===== config.mk =====
export PLATFORM = sky130hd
export DESIGN_NAME = drink_reminder
export DESIGN_NICKNAME = d
export VERILOG_FILES = /design/src/rtl/drink_reminder.sv
export SDC_FILE = /design/constraint.sdc
export NUM_CORES = 1
export LEC_CHECK = 0
export CAP_MARGIN = 0
export CORE_MARGIN = 3
export CORE_UTILIZATION = 60
export CTS_BUF_LIST = sky130_fd_sc_hd__clkbuf_4 sky130_fd_sc_hd__clkbuf_8
export DETAILED_ROUTE_END_ITERATION = 8
export PLACE_DENSITY = 0.85
export REMOVE_ABC_BUFFERS = 1
export SKIP_LAST_GASP = 1
export SYNTH_ARGS = -nofsm -noshare
export SYNTH_HDL_FRONTEND = slang
export SYNTH_SLANG_ARGS = --single-unit

===== constraint.sdc =====
create_clock -name clk -period 3.75 [get_ports clk]
set_input_delay 1.125 -clock clk [delete_from_list [all_inputs] [get_ports clk]]
set_output_delay 1.125 -clock clk [all_outputs]
set_load 0.03 [all_outputs]

===== src/rtl/drink_reminder.sv =====
// Drink reminder: times the interval since the last drink of a debounced water level and drives
// reminder/empty indicators. Define DRINK_REMINDER_SNOOZE_EN to let snooze defer an active reminder.
module drink_reminder #(
  parameter int unsigned TICK_DIV     = 50_000_000,
  parameter int unsigned REMIND_TICKS = 1800,
  parameter int unsigned DRINK_DELTA  = 1,
  parameter int unsigned EMPTY_LEVEL  = 0,
  parameter int unsigned SNOOZE_TICKS = 300
) (
  input  logic       clk,
  input  logic       reset,
  input  logic [3:0] water_level,
  input  logic       snooze,
  output logic       remind_led,
  output logic       buzzer,
  output logic       empty_led,
  output logic       drink_pulse,
  output logic [7:0] drink_count
);

  localparam int unsigned PreW   = (TICK_DIV > 1) ? $clog2(TICK_DIV) : 1;
  localparam int unsigned TimerW = $clog2(REMIND_TICKS + 1);
  localparam logic [4:0]  DeltaW = 5'(DRINK_DELTA);
  localparam logic [4:0]  EmptyW = 5'(EMPTY_LEVEL);

  typedef enum logic [1:0] {StInit, StWait, StRemind, StEmpty} state_e;

  state_e            state;
  logic [PreW-1:0]   presc;
  logic [TimerW-1:0] timer;
  logic [3:0]        last_level;
  logic              tick, drink, refill, empty;

  assign tick   = (presc == PreW'(TICK_DIV - 1));
  // 5-bit compares so level + delta cannot wrap past 15
  assign drink  = ({1'b0, water_level} + DeltaW) <= {1'b0, last_level};
  assign refill = water_level > last_level;
  assign empty  = {1'b0, water_level} <= EmptyW;

`ifdef DRINK_REMINDER_SNOOZE_EN
  localparam logic [TimerW-1:0] SnoozeLoad = TimerW'(REMIND_TICKS - SNOOZE_TICKS);
`else
  logic unused_snooze;
  assign unused_snooze = snooze ^ (SNOOZE_TICKS > REMIND_TICKS);
`endif

  always_ff @(posedge clk) begin
    if (reset) begin
      state       <= StInit;
      presc       <= '0;
      timer       <= '0;
      last_level  <= '0;
      remind_led  <= 1'b0;
      buzzer      <= 1'b0;
      empty_led   <= 1'b0;
      drink_pulse <= 1'b0;
      drink_count <= '0;
    end else begin
      presc       <= tick ? '0 : presc + 1'b1;
      drink_pulse <= 1'b0;
      unique case (state)
        StInit: begin
          last_level <= water_level;
          timer      <= '0;
          state      <= StWait;
        end
        StWait, StRemind: begin
          if (drink) begin
            drink_pulse <= 1'b1;
            if (drink_count != 8'hFF) drink_count <= drink_count + 8'd1;
            last_level <= water_level;
            timer      <= '0;
            remind_led <= 1'b0;
            buzzer     <= 1'b0;
            if (empty) begin
              state     <= StEmpty;
              empty_led <= 1'b1;
            end else begin
              state <= StWait;
            end
          end else if (empty) begin
            state      <= StEmpty;
            empty_led  <= 1'b1;
            remind_led <= 1'b0;
            buzzer     <= 1'b0;
            timer      <= '0;
`ifdef DRINK_REMINDER_SNOOZE_EN
          end else if (state == StRemind && snooze) begin
            state      <= StWait;
            timer      <= SnoozeLoad;
            remind_led <= 1'b0;
            buzzer     <= 1'b0;
`endif
          end else begin
            if (refill) last_level <= water_level;
            if (state == StWait && tick) begin
              if (timer == TimerW'(REMIND_TICKS - 1)) begin
                state      <= StRemind;
                remind_led <= 1'b1;
                buzzer     <= 1'b1;
              end else begin
                timer <= timer + 1'b1;
              end
            end else if (state == StRemind && tick) begin
              buzzer <= ~buzzer;
            end
          end
        end
        StEmpty: begin
          timer <= '0;
          // Leaving empty is a refill: resync the reference level, never count a drink
          if (!empty) begin
            last_level <= water_level;
            empty_led  <= 1'b0;
            state      <= StWait;
          end
        end
      endcase
    end
  end

endmodule


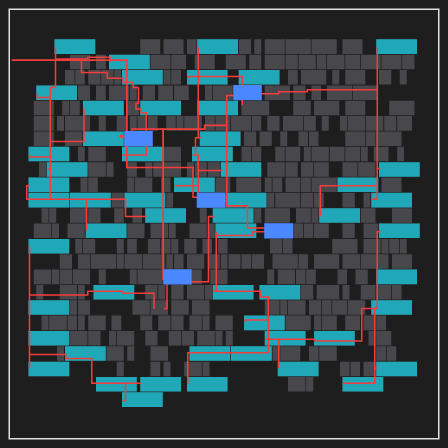
Run 1: clock distribution
legend:
  blue:
    item: cells driving clock nets
    count: 5
  red:
    item: clock wires
    length: 629 microns
  cyan:
    item: flip-flops
    count: 55
flops lie: spread over the die

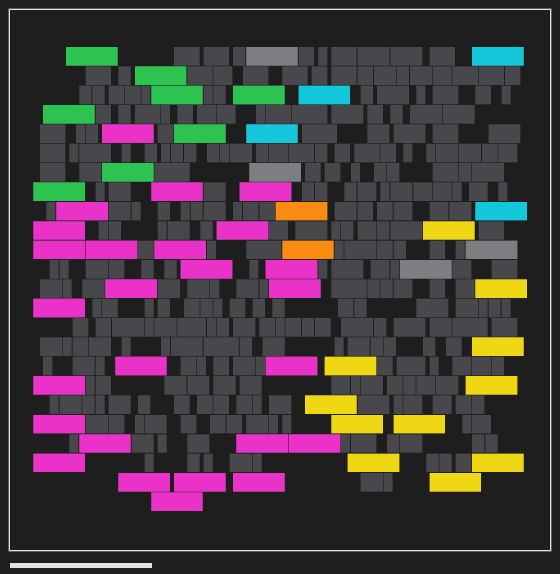
Run 1: sequential cells grouped by signal name
Scale bar: 20 microns.
legend:
  cyan:
    name_in_the_netlist: last_level
    flops: 4
  magenta:
    name_in_the_netlist: presc
    flops: 26
  green:
    name_in_the_netlist: drink_count
    flops: 8
    where: north-west
  orange:
    name_in_the_netlist: state
    flops: 2
  yellow:
    name_in_the_netlist: timer
    flops: 11
not coloured: 4

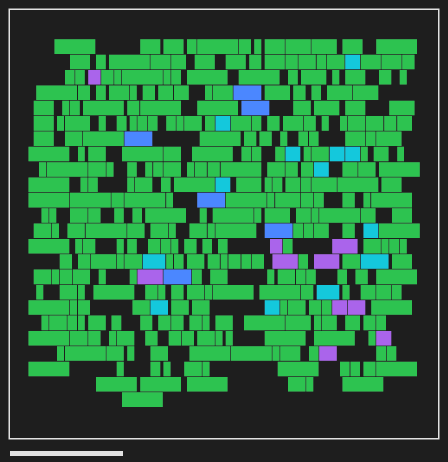
Run 1: sizing map
Scale bar: 20 microns.
legend:
  purple:
    size: drive 2
    cells: 10
    most_used: nor4_2
  cyan:
    size: drive 3 to 4
    cells: 13
    most_used: buf_4
  green:
    size: drive 1 or less
    cells: 332
    most_used: dfxtp_1
  blue:
    size: drive 6 and up
    cells: 6
    most_used: clkbuf_8

==> flow_results.xml, run 1 <==
<?xml version="1.0" encoding="UTF-8"?>
<metrics>
  <group name="setup_path">
    <metric name="arrival_time_of_data_at_the_critical_path_endpoint" unit="ns">3.74</metric>
    <metric name="critical_path.cell_chain" unit="">clkdlybuf4s50_1 &gt; inv_1 &gt; ha_1 &gt; ha_1 &gt; nand4b_1 &gt; and3_1 &gt; o21ai_1 &gt; o21ai_0 &gt; a21oi_1</metric>
    <metric name="crit_start" unit="">water_level[0]</metric>
  </group>
  <group name="final_timing">
    <metric name="tns" unit="ns">0</metric>
    <metric name="final_hold_viol_count" unit="">0</metric>
    <metric name="finalWorstSetupSlack" unit="ns">0.257</metric>
    <metric name="finalCritPeriodShare" unit="">0.932</metric>
    <metric name="finalSetupViolCount" unit="">0</metric>
  </group>
  <group name="placement">
    <metric name="gp_routability_congestion" unit="">0.851</metric>
    <metric name="numPlacedInstances" unit="">418</metric>
  </group>
  <group name="yosys">
    <metric name="syn_area" unit="sq um">2930</metric>
    <metric name="post_synth.cell_area_avg" unit="sq um">8.64</metric>
    <metric name="number_of_storage_elements_in_the_synthesis_netlist" unit="">55</metric>
    <metric name="synth-main-ff-cell" unit="">sky130_fd_sc_hd__dfxtp_1</metric>
    <metric name="yosys.area_share.aoi" unit="">0.0962</metric>
    <metric name="synth_warn" unit="">0</metric>
    <metric name="yosysUniqueCellTypes" unit="">52</metric>
    <metric name="ys_cells" unit="">339</metric>
    <metric name="ys_area" unit="sq um">2930</metric>
    <metric name="top_cells_by_count" unit="">55 x sky130_fd_sc_hd__dfxtp_1, 43 x sky130_fd_sc_hd__nor2_1, 25 x sky130_fd_sc_hd__nand3_1</metric>
    <metric name="ys_sh_xor" unit="">0.0957</metric>
  </group>
  <group name="power_and_ir_drop">
    <metric name="p_int" unit="mW">0.827</metric>
    <metric name="switchingPower" unit="mW">0.297</metric>
    <metric name="sequentialPowerShare" unit="">0.540</metric>
    <metric name="leakagePower" unit="nW">1.19</metric>
    <metric name="max-vdd-ir-drop" unit="mV">0.328</metric>
    <metric name="seq-power" unit="mW">0.607</metric>
    <metric name="power_switching_share" unit="">0.264</metric>
    <metric name="total_power" unit="mW">1.12</metric>
    <metric name="clk_power" unit="mW">0.349</metric>
    <metric name="top_power_group" unit="">sequential cells</metric>
    <metric name="power_per_cell_area" unit="nW/um^2">343</metric>
  </group>
  <group name="grt">
    <metric name="antenna_found_initial" unit="">0</metric>
  </group>
  <group name="clock_network">
    <metric name="clkTransAtPathRegs" unit="ns">0.10</metric>
    <metric name="insertion_delay" unit="ns">0.31</metric>
    <metric name="cts_buffer_count" unit="">5</metric>
    <metric name="postCtsHoldBufs" unit="">0</metric>
    <metric name="clockRootBuffer" unit="">sky130_fd_sc_hd__clkbuf_8</metric>
    <metric name="htreeDepth" unit="">2</metric>
    <metric name="cts_setup_buffers" unit="">0</metric>
    <metric name="cts.repair.resized" unit="">0</metric>
  </group>
  <group name="die">
    <metric name="chip_area" unit="sq um">5750</metric>
    <metric name="top_level_ports" unit="">19</metric>
  </group>
  <group name="cells_and_area">
    <metric name="postLayoutCoreUtil" unit="">0.724</metric>
  </group>
  <group name="drt">
    <metric name="drt_iter0_drc" unit="">188</metric>
    <metric name="firstDrtPassIters" unit="">4</metric>
    <metric name="detail_route.vias_per_cell" unit="">5.78</metric>
  </group>
  <group name="hold_path">
    <metric name="holdPathStages" unit="">2</metric>
    <metric name="holdCritPathClass" unit="">flip-flop to flip-flop</metric>
  </group>
  <group name="outcome">
    <metric name="outcome" unit="">completed</metric>
  </group>
</metrics>
==> run 1: final cells by class <==
class	count	area [sq um]	area share
flip-flops and latches	55	1100	0.336
clock inverters	1	8.76	0.00267
inverters	15	56.3	0.0172
multi-input cells	258	1710	0.522
well taps	65	81.3	0.0248
repair buffers	25	230	0.0702
clock buffers	7	90.1	0.0275
==> run 1: metal layers <==
metal | track usage | share of wire
met4 | 0.0563 | 0.0076
met5 | 0 | 0
met3 | 0.0330 | 0.043
met1 | 0.295 | 0.48
met2 | 0.345 | 0.47
==> run 1: state kept, by name, indices dropped and copies added, names as in the netlist <==
signal	cells
drink_pulse	1
empty_led	1
buzzer	1
timer	11
drink_count	8
state	2
presc	26
remind_led	1
last_level	4
Run 1, placed standard cells:
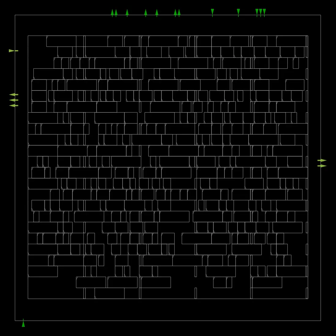

==> run 1 -> run 2 <==
--- a/config.mk
+++ b/config.mk
@@ -12,6 +12,7 @@
 export DETAILED_ROUTE_END_ITERATION = 8
 export PLACE_DENSITY = 0.85
 export REMOVE_ABC_BUFFERS = 1
+export SETUP_SLACK_MARGIN = 0.4
 export SKIP_LAST_GASP = 1
 export SYNTH_ARGS = -nofsm -noshare
 export SYNTH_HDL_FRONTEND = slang
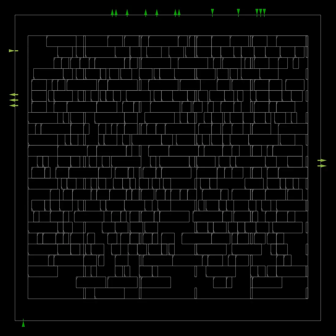
Run 2: placed standard cells
share of cell area taken by flip-flops and latches: 0.333
Core Box Area: 4530 sq um
total number of placement rows: 24
inserted tap cell count: 65

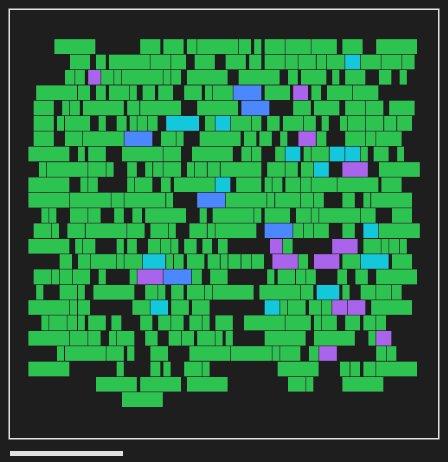
Run 2: sizing map
Scale bar: 20 microns.
legend:
  green:
    size: drive 1 or less
    cells: 328
    most_used: dfxtp_1
  purple:
    size: drive 2
    cells: 13
    most_used: nor4_2
  blue:
    size: drive 6 and up
    cells: 6
    most_used: clkbuf_8
  cyan:
    size: drive 3 to 4
    cells: 14
    most_used: buf_4

==> run 2 against run 1 <==
  * Non-clock buffer count unchanged
  * Highest routed layer unchanged
  * Synthesized area unchanged
  * Cell count unchanged
  * Via count rose by 0.93%
==> flow_results.xml, run 2 <==
<?xml version="1.0" encoding="UTF-8"?>
<metrics>
  <group name="final_timing">
    <metric name="tns" unit="ns">0</metric>
    <metric name="final_hold_viol_count" unit="">0</metric>
    <metric name="finalCritPeriodShare" unit="">0.867</metric>
    <metric name="finalSetupViolCount" unit="">0</metric>
  </group>
  <group name="die">
    <metric name="chip_area" unit="sq um">5750</metric>
    <metric name="top_level_ports" unit="">19</metric>
  </group>
  <group name="cells_and_area">
    <metric name="largest_registers" unit="">presc x26, timer x11, drink_count x8</metric>
    <metric name="top_register" unit="">presc</metric>
    <metric name="largest_reg_flops" unit="">26</metric>
  </group>
  <group name="grt">
    <metric name="grt_use_met1" unit="">0.296</metric>
    <metric name="grt_busiest_layer" unit="">met2</metric>
    <metric name="grt_util_met3" unit="">0.0330</metric>
    <metric name="antenna_found_initial" unit="">0</metric>
  </group>
  <group name="drt">
    <metric name="met1Wirelength" unit="microns">2870</metric>
    <metric name="top_signal_layer_used" unit="">met4</metric>
    <metric name="detailroute.wirelength.met2" unit="microns">2820</metric>
    <metric name="drt_iter0_drc" unit="">175</metric>
  </group>
  <group name="clock_network">
    <metric name="htreeDepth" unit="">2</metric>
    <metric name="clkTransAtPathRegs" unit="ns">0.10</metric>
    <metric name="cts.repair.resized" unit="">1</metric>
    <metric name="cts_buffer_count" unit="">5</metric>
    <metric name="insertion_delay" unit="ns">0.31</metric>
    <metric name="clockRootBuffer" unit="">sky130_fd_sc_hd__clkbuf_8</metric>
  </group>
  <group name="yosys">
    <metric name="ys_sh_xor" unit="">0.0957</metric>
    <metric name="synth-main-ff-cell" unit="">sky130_fd_sc_hd__dfxtp_1</metric>
    <metric name="yosysUniqueCellTypes" unit="">52</metric>
    <metric name="ys_area" unit="sq um">2930</metric>
    <metric name="synth_warn" unit="">0</metric>
    <metric name="top_cells_by_count" unit="">55 x sky130_fd_sc_hd__dfxtp_1, 43 x sky130_fd_sc_hd__nor2_1, 25 x sky130_fd_sc_hd__nand3_1</metric>
    <metric name="yosys.area_share.aoi" unit="">0.0962</metric>
    <metric name="syn_area" unit="sq um">2930</metric>
    <metric name="number_of_storage_elements_in_the_synthesis_netlist" unit="">55</metric>
  </group>
  <group name="setup_path">
    <metric name="critical_path.cell_chain" unit="">clkdlybuf4s50_1 &gt; inv_1 &gt; ha_1 &gt; ha_1 &gt; and4b_1 &gt; o21ai_4 &gt; or4_1 &gt; a21oi_1</metric>
    <metric name="arrival_time_of_data_at_the_critical_path_endpoint" unit="ns">3.50</metric>
  </group>
  <group name="power_and_ir_drop">
    <metric name="leakagePower" unit="nW">1.19</metric>
    <metric name="total_power" unit="mW">1.13</metric>
    <metric name="sequentialPowerShare" unit="">0.536</metric>
    <metric name="clk_power" unit="mW">0.352</metric>
    <metric name="max-vdd-ir-drop" unit="mV">0.333</metric>
    <metric name="power_switching_share" unit="">0.267</metric>
  </group>
  <group name="outcome">
    <metric name="outcome" unit="">completed</metric>
  </group>
  <group name="hold_path">
    <metric name="holdCritPathClass" unit="">flip-flop to flip-flop</metric>
    <metric name="holdPathStages" unit="">2</metric>
  </group>
</metrics>
[run 2: layout make-up]
| type | count | area (sq um) |
|---|---|---|
| Clock buffer | 7 | 90.1 |
| Clock inverter | 1 | 8.76 |
| Fill cell | 346 | 1230 |
| Inverter | 15 | 56.3 |
| Multi-Input combinational cell | 258 | 1730 |
| Sequential cell | 55 | 1100 |
| Tap cell | 65 | 81.3 |
| Timing Repair Buffer | 25 | 230 |
[run 2: per-stage QoR]
| stage | cells | setup slack, ns | utilization |
|---|---|---|---|
| 3_3_place_gp | 418 | 0.113 | 0.702 |
| 3_5_place_dp | 418 | 0.0394 | 0.702 |
| 5_1_grt | 426 | 0.404 | 0.728 |
| 6_report | 426 | 0.499 | 0.728 |
| 2_1_floorplan | 328 | 0.789 | - |
| 4_1_cts | 426 | 0.474 | 0.724 |
Power figures rest on the tool's default switching activity, not on a simulated workload.
